**Run 1: placed standard cells**

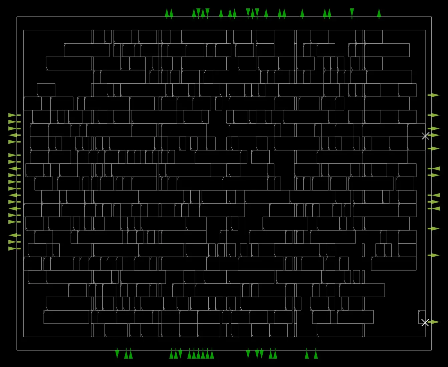
**Run 1: zoomed window**

Window x 27 to 57, y 19 to 49 um. Cells in gray, sequential cells in the stronger gray; small squares are vias.
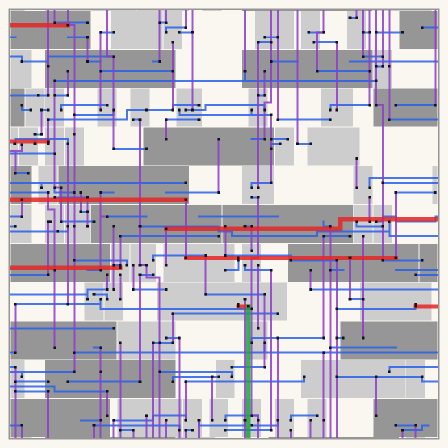
**Run 1: wiring heat map**

Scale: 3 px per um. 17 x 14 tiles, from dark purple (low) to yellow (high), scaled to the fullest tile. Values are wire area over tile area, all layers added.
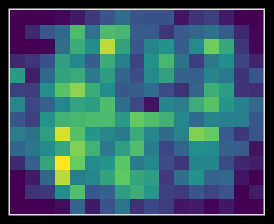
**Run 1: logic cells by family**

Scale: 4 px per um.
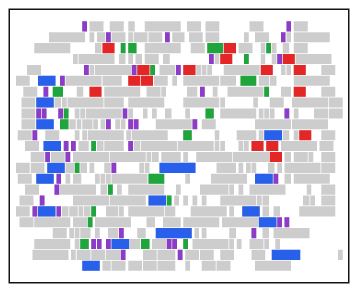
## src/rtl/iap_sub_pipe.sv

```systemverilog
// iap_sub_pipe: two-stage approximate subtractor d = a - b with valid/ready handshake and op counter.
// Define ISUB_SAT_EN to clamp results whose exact upper part borrows to zero and flag sat_o.
module iap_sub_pipe #(
    parameter int WIDTH = 16,
    parameter int LOWER = 12
) (
    input  logic             clk_i,
    input  logic             rst_i,
    input  logic             in_valid_i,
    output logic             in_ready_o,
    input  logic [WIDTH-1:0] a_i,
    input  logic [WIDTH-1:0] b_i,
    output logic             out_valid_o,
    input  logic             out_ready_i,
    output logic [WIDTH-1:0] d_o,
    output logic             sat_o,
    output logic [15:0]      op_cnt_o
);
    localparam int UPPER = WIDTH - LOWER;

    logic             stall;
    logic             bg_any;
    logic [LOWER-1:0] lo_d;

    logic             v1_q;
    logic [UPPER-1:0] a_hi_q;
    logic [UPPER-1:0] b_hi_q;
    logic [LOWER-1:0] lo_q;

    logic [UPPER-1:0] hi_diff;
    logic [WIDTH-1:0] d_d;
    logic             sat_d;

    logic             v2_q;
    logic [WIDTH-1:0] d_q;
    logic             sat_q;
    logic [15:0]      cnt_q;

    assign stall      = v2_q & ~out_ready_i;
    assign in_ready_o = ~stall;

    // Any borrow generated at or above bit i (within the low part) forces d[i] to 1.
    always_comb begin
        lo_d              = '0;
        bg_any            = ~a_i[LOWER-1] & b_i[LOWER-1];
        lo_d[LOWER-1]     = a_i[LOWER-1] ^ b_i[LOWER-1];
        for (int i = LOWER - 2; i >= 0; i--) begin
            bg_any  = bg_any | (~a_i[i] & b_i[i]);
            lo_d[i] = bg_any ? 1'b1 : (a_i[i] ^ b_i[i]);
        end
    end

    always_comb begin
        hi_diff = a_hi_q - b_hi_q;
        d_d     = {hi_diff, lo_q};
        sat_d   = 1'b0;
`ifdef ISUB_SAT_EN
        if (a_hi_q < b_hi_q) begin
            d_d   = '0;
            sat_d = 1'b1;
        end
`endif
    end

    always_ff @(posedge clk_i or posedge rst_i) begin
        if (rst_i) begin
            v1_q   <= 1'b0;
            a_hi_q <= '0;
            b_hi_q <= '0;
            lo_q   <= '0;
            v2_q   <= 1'b0;
            d_q    <= '0;
            sat_q  <= 1'b0;
            cnt_q  <= '0;
        end else begin
            // A stall freezes both stages, so bubbles stay where they are.
            if (!stall) begin
                v1_q <= in_valid_i;
                if (in_valid_i) begin
                    a_hi_q <= a_i[WIDTH-1:LOWER];
                    b_hi_q <= b_i[WIDTH-1:LOWER];
                    lo_q   <= lo_d;
                end
                v2_q <= v1_q;
                if (v1_q) begin
                    d_q   <= d_d;
                    sat_q <= sat_d;
                end
            end
            if (v2_q && out_ready_i) begin
                cnt_q <= cnt_q + 16'd1;
            end
        end
    end

    assign out_valid_o = v2_q;
    assign d_o         = d_q;
    assign sat_o       = sat_q;
    assign op_cnt_o    = cnt_q;

endmodule

```

## config.mk

```make
export PLATFORM = sky130hd
export DESIGN_NAME = iap_sub_pipe
export DESIGN_NICKNAME = d
export VERILOG_FILES = /design/src/rtl/iap_sub_pipe.sv
export SDC_FILE = /design/constraint.sdc
export NUM_CORES = 1
export LEC_CHECK = 0
export ABC_AREA = 1
export CAP_MARGIN = 20
export CORE_ASPECT_RATIO = 0.8
export CORE_UTILIZATION = 48
export DETAILED_ROUTE_END_ITERATION = 16
export PLACE_DENSITY = 0.8
export RECOVER_POWER = 100
export REMOVE_ABC_BUFFERS = 1
export SLEW_MARGIN = 20
export SYNTH_ARGS = -nofsm -noshare
export SYNTH_HDL_FRONTEND = slang
export SYNTH_SLANG_ARGS = --single-unit
```

## constraint.sdc

```tcl
create_clock -name clk_i -period 2.05 [get_ports clk_i]
set_input_delay 0.5125 -clock clk_i [delete_from_list [all_inputs] [get_ports clk_i]]
set_output_delay 0.5125 -clock clk_i [all_outputs]
set_load 0.01 [all_outputs]
```

==> reports/metrics.csv, run 1 <==
stage,metric,value,unit
route,met3WireLength,273,um
setup_path,start_kind,input pin,
logic_synthesis,synth_area,2620,um^2
final_layout,nClkBuffers,7,
setup_path,path_cells,clkdlybuf4s50_1 > ha_4 > nor2_4 > nand4_1 > nor2_2 > nand4_1 > nor2_2 > nand3_1 > nand2_1 > inv_1,
power,ir_drop,0.000404,V
clock_tree,numClockSinks,54,
logic_synthesis,fa_ha_area_share,8.42,%
run_status,violations,design-rule violations,
sta,fin_crit,2000,ps
clock_tree,cts_hold_buf,0,
die,fp_util,51.1,%
clock_tree,root_buffer,clkbuf_8,
sta,finalCritPeriodShare,97.6,%
place,port_buffers,69,
final_layout,non_clock_buffer_area_share,22.8,%
final_layout,signal_buffers,86,
logic_synthesis,synth_cell_types,28,
setup_path,crit_path_start,b_i[11],
sta,setup_viol,0,
logic_synthesis,common_cells,"nand2_1 (80), dfrtp_1 (54), inv_1 (43)",
clock_tree,h-tree-depth,2,
final_layout,n_all_inverters,46,
run,tool_warnings,25,
power,power-top-group,sequential cells,
die,die_area,5750,um^2
setup_path,slowest_stage,clkdlybuf4s50_1,
logic_synthesis,ys_warn_count,0,
die,die_w,84.5,um
sta,setup_slack,49.6,ps
sta,hold_violations,0,
final_layout,most-common-layout-cells,"nand2_1 (82), dfrtp_1 (54), inv_1 (39), dlygate4sd3_1 (33), clkdlybuf4s50_1 (32)",
place,post-place-ws,-334,ps
logic_synthesis,topCombFamilyByArea,simple AND/OR/NAND/NOR gates,
logic_synthesis,flop_cell,dfrtp_1,
logic_synthesis,yosysChipArea,2620,um^2
clock_tree,cts_made_buffers,5,
final_layout,fin_cells,434,
sta,fmax,0.500,GHz
worst_hold_path,holdPathEnd,out_valid_o,
run_status,status,finished with violations,
route,drc,5,
power,pg_comb,0.899,mW
clock_tree,post_cts_resized,3,
power,pg_seq,1.43,mW
final_layout,comb_share,29.6,%
sta,fin_skew,5.56,ps
## Picture notes: 'placed standard cells'
post-layout util: 69.5%
Seq cells: 54
fillers: 407
TAP cells: 62
sequential share of cell area: 38.0%

## Picture notes: 'zoomed window'
Red stands for met3. Green stands for met4. Blue stands for met1. Purple stands for met2.
Most frequent: nand2_1 (21), dfrtp_1 (13), inv_1 (4). 58 logic cells have their middle in the window. Netlist names of flops here include `d_o` (7), `b_hi_q` (2), `lo_q` (2). Sequential cells in the window: 13.

## Picture notes: 'wiring heat map'
27% of the tiles are over half the peak. 8.8% of the tiles are nearly empty. The fullest tile reaches 0.41. The densest ninth of the die: west. The mean over all tiles is 0.15. The emptiest ninth of the die: south-east.
all-layer global routing usage: 20.1%
wire length per cell: 12.3 um
Routed WL: 5350 um
Vias: 2079

## Picture notes: 'logic cells by family'
Red stands for XOR/XNOR gates, cells 16. Purple stands for inverters, cells 46, where widely spread. Green stands for NOR gates, cells 23. Blue stands for adder and majority cells, cells 17.

**Run 1: signal wires by layer**

Scale: 4 px per um. Only two layers are drawn.
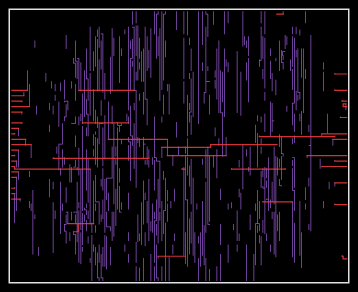

==> run 2, diff against run 1 <==
--- a/config.mk
+++ b/config.mk
@@ -13,6 +13,7 @@
 export PLACE_DENSITY = 0.8
 export RECOVER_POWER = 100
 export REMOVE_ABC_BUFFERS = 1
+export SETUP_SLACK_MARGIN = 0.15
 export SLEW_MARGIN = 20
 export SYNTH_ARGS = -nofsm -noshare
 export SYNTH_HDL_FRONTEND = slang
**Run 2: signal wires by layer**

Scale: 4 px per um. Only two layers are drawn.
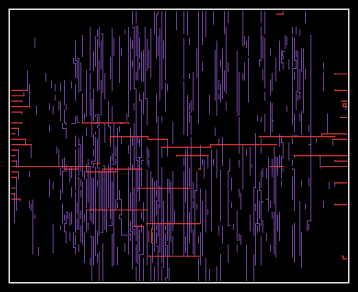
Red stands for met3, wire length 280 um. Purple stands for met2, wire length 2920 um.
Routed WL: 5750 um
all-layer global routing usage: 20.3%
wire length per cell: 13.1 um
Vias: 2122

==> reports/metrics.csv, run 2 <==
stage,metric,value,unit,change
run_status,status,finished with violations,,
run_status,violations,design-rule violations,,
sta,setup_viol,0,,unchanged
die,fp_util,51.1,%,unchanged
place,post-place-ws,-334,ps,unchanged
logic_synthesis,ys_warn_count,0,,unchanged
logic_synthesis,synth_cell_types,28,,unchanged
setup_path,path_cells,clkdlybuf4s50_1 > ha_1 > inv_2 > nand4_1 > nor2_1 > nand4_1 > nor2_1 > nand2_1 > nand2_1 > nand2_1,,
logic_synthesis,fa_ha_area_share,8.42,%,unchanged
sta,finalCritPeriodShare,93.3,%,-4.2 points
clock_tree,post_cts_resized,10,,+7
logic_synthesis,yosysChipArea,2620,um^2,unchanged
power,pg_seq,1.44,mW,about the same
clock_tree,cts_hold_buf,0,,unchanged
clock_tree,root_buffer,clkbuf_8,,
final_layout,comb_share,28.6,%,-0.99 points
final_layout,n_all_inverters,46,,unchanged
die,die_w,84.5,um,unchanged
final_layout,fin_cells,439,,+1.2%
worst_hold_path,holdPathEnd,out_valid_o,,
final_layout,fill_cells,417,,+2.5%
setup_path,start_kind,input pin,,
route,drc,5,,unchanged
clock_tree,cts_made_buffers,5,,unchanged
**Run 2: logic cells by family**

Scale: 4 px per um.
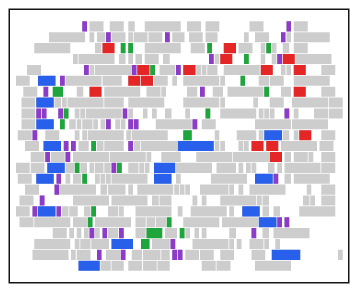

==> run 3, diff against run 2 <==
--- a/config.mk
+++ b/config.mk
@@ -10,10 +10,11 @@
 export CORE_ASPECT_RATIO = 0.8
 export CORE_UTILIZATION = 48
 export DETAILED_ROUTE_END_ITERATION = 16
+export HOLD_SLACK_MARGIN = 0.15
 export PLACE_DENSITY = 0.8
 export RECOVER_POWER = 100
 export REMOVE_ABC_BUFFERS = 1
-export SETUP_SLACK_MARGIN = 0.15
+export SETUP_SLACK_MARGIN = 0.02
 export SLEW_MARGIN = 20
 export SYNTH_ARGS = -nofsm -noshare
 export SYNTH_HDL_FRONTEND = slang
**Run 3: logic cells by family**

Scale: 4 px per um.
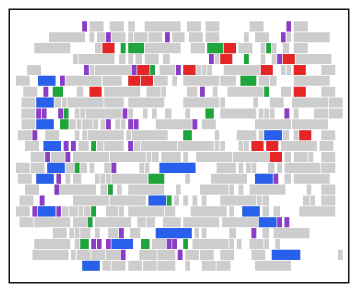
Blue stands for adder and majority cells, cells 17. Green stands for NOR gates, cells 23. Purple stands for inverters, cells 46, where widely spread. Red stands for XOR/XNOR gates, cells 16.

==> reports/metrics.csv, run 3 <==
stage,metric,value,unit,change
run_status,status,finished with violations,,
run_status,violations,design-rule violations,,
logic_synthesis,postSynthAreaPerCell,9.21,um^2,
power,pwr-share-seq,49.0,%,
clock_tree,cts_made_buffers,5,,unchanged
sta,hold_violations,0,,
logic_synthesis,top_cell,nand2_1,,
logic_synthesis,flop_cell,dfrtp_1,,
sta,finalCritPeriodShare,95.6,%,+2.3 points
sta,fin_skew,6.63,ps,
route,via_count,2091,,-1.5%
final_layout,fin_cells,434,,-1.1%
final_layout,comb_share,29.8,%,+1.1 points
clock_tree,post_cts_resized,3,,-7
logic_synthesis,yosysChipArea,2620,um^2,unchanged
logic_synthesis,topCombFamilyByArea,simple AND/OR/NAND/NOR gates,,
worst_hold_path,holdPathEnd,out_valid_o,,
power,p_comb_share,30.7,%,
route,dr.max_layer_used,met4,,
clock_tree,root_buffer,clkbuf_8,,
worst_hold_path,hold_class,flip-flop to flip-flop,,
route,routedWlPerCell,12.3,um,-5.9%
clock_tree,cts_hold_buf,0,,unchanged
logic_synthesis,fa_ha_area_share,8.42,%,unchanged
route,drc,5,,unchanged
final_layout,diodes,0,,
place,post-place-ws,-334,ps,unchanged
die,die_w,84.5,um,unchanged
grt,grt_usage,20.1,%,-0.19 points
sta,setup_viol,0,,unchanged
logic_synthesis,ys_warn_count,0,,unchanged
setup_path,start_kind,input pin,,
final_layout,signal_buffers,86,,
die,core_area,5120,um^2,
logic_synthesis,synth_cell_types,28,,unchanged
grt,grt_remaining_overflow,0,,
setup_path,worstSetupEndpointType,output pin,,
final_layout,n_all_inverters,46,,unchanged
die,n_tap_cell,62,,
route,wl,5340,um,-7.0%
power,pg_seq,1.43,mW,about the same
sta,setup_slack,89.2,ps,
setup_path,path_cells,clkdlybuf4s50_1 > nor2_2 > inv_2 > dlygate4sd2_1,,
die,fp_util,51.1,%,unchanged
final_layout,fill_cells,407,,-2.4%
setup_path,crit_path_start,out_ready_i,,
Power is estimated from default activity; no workload was simulated.
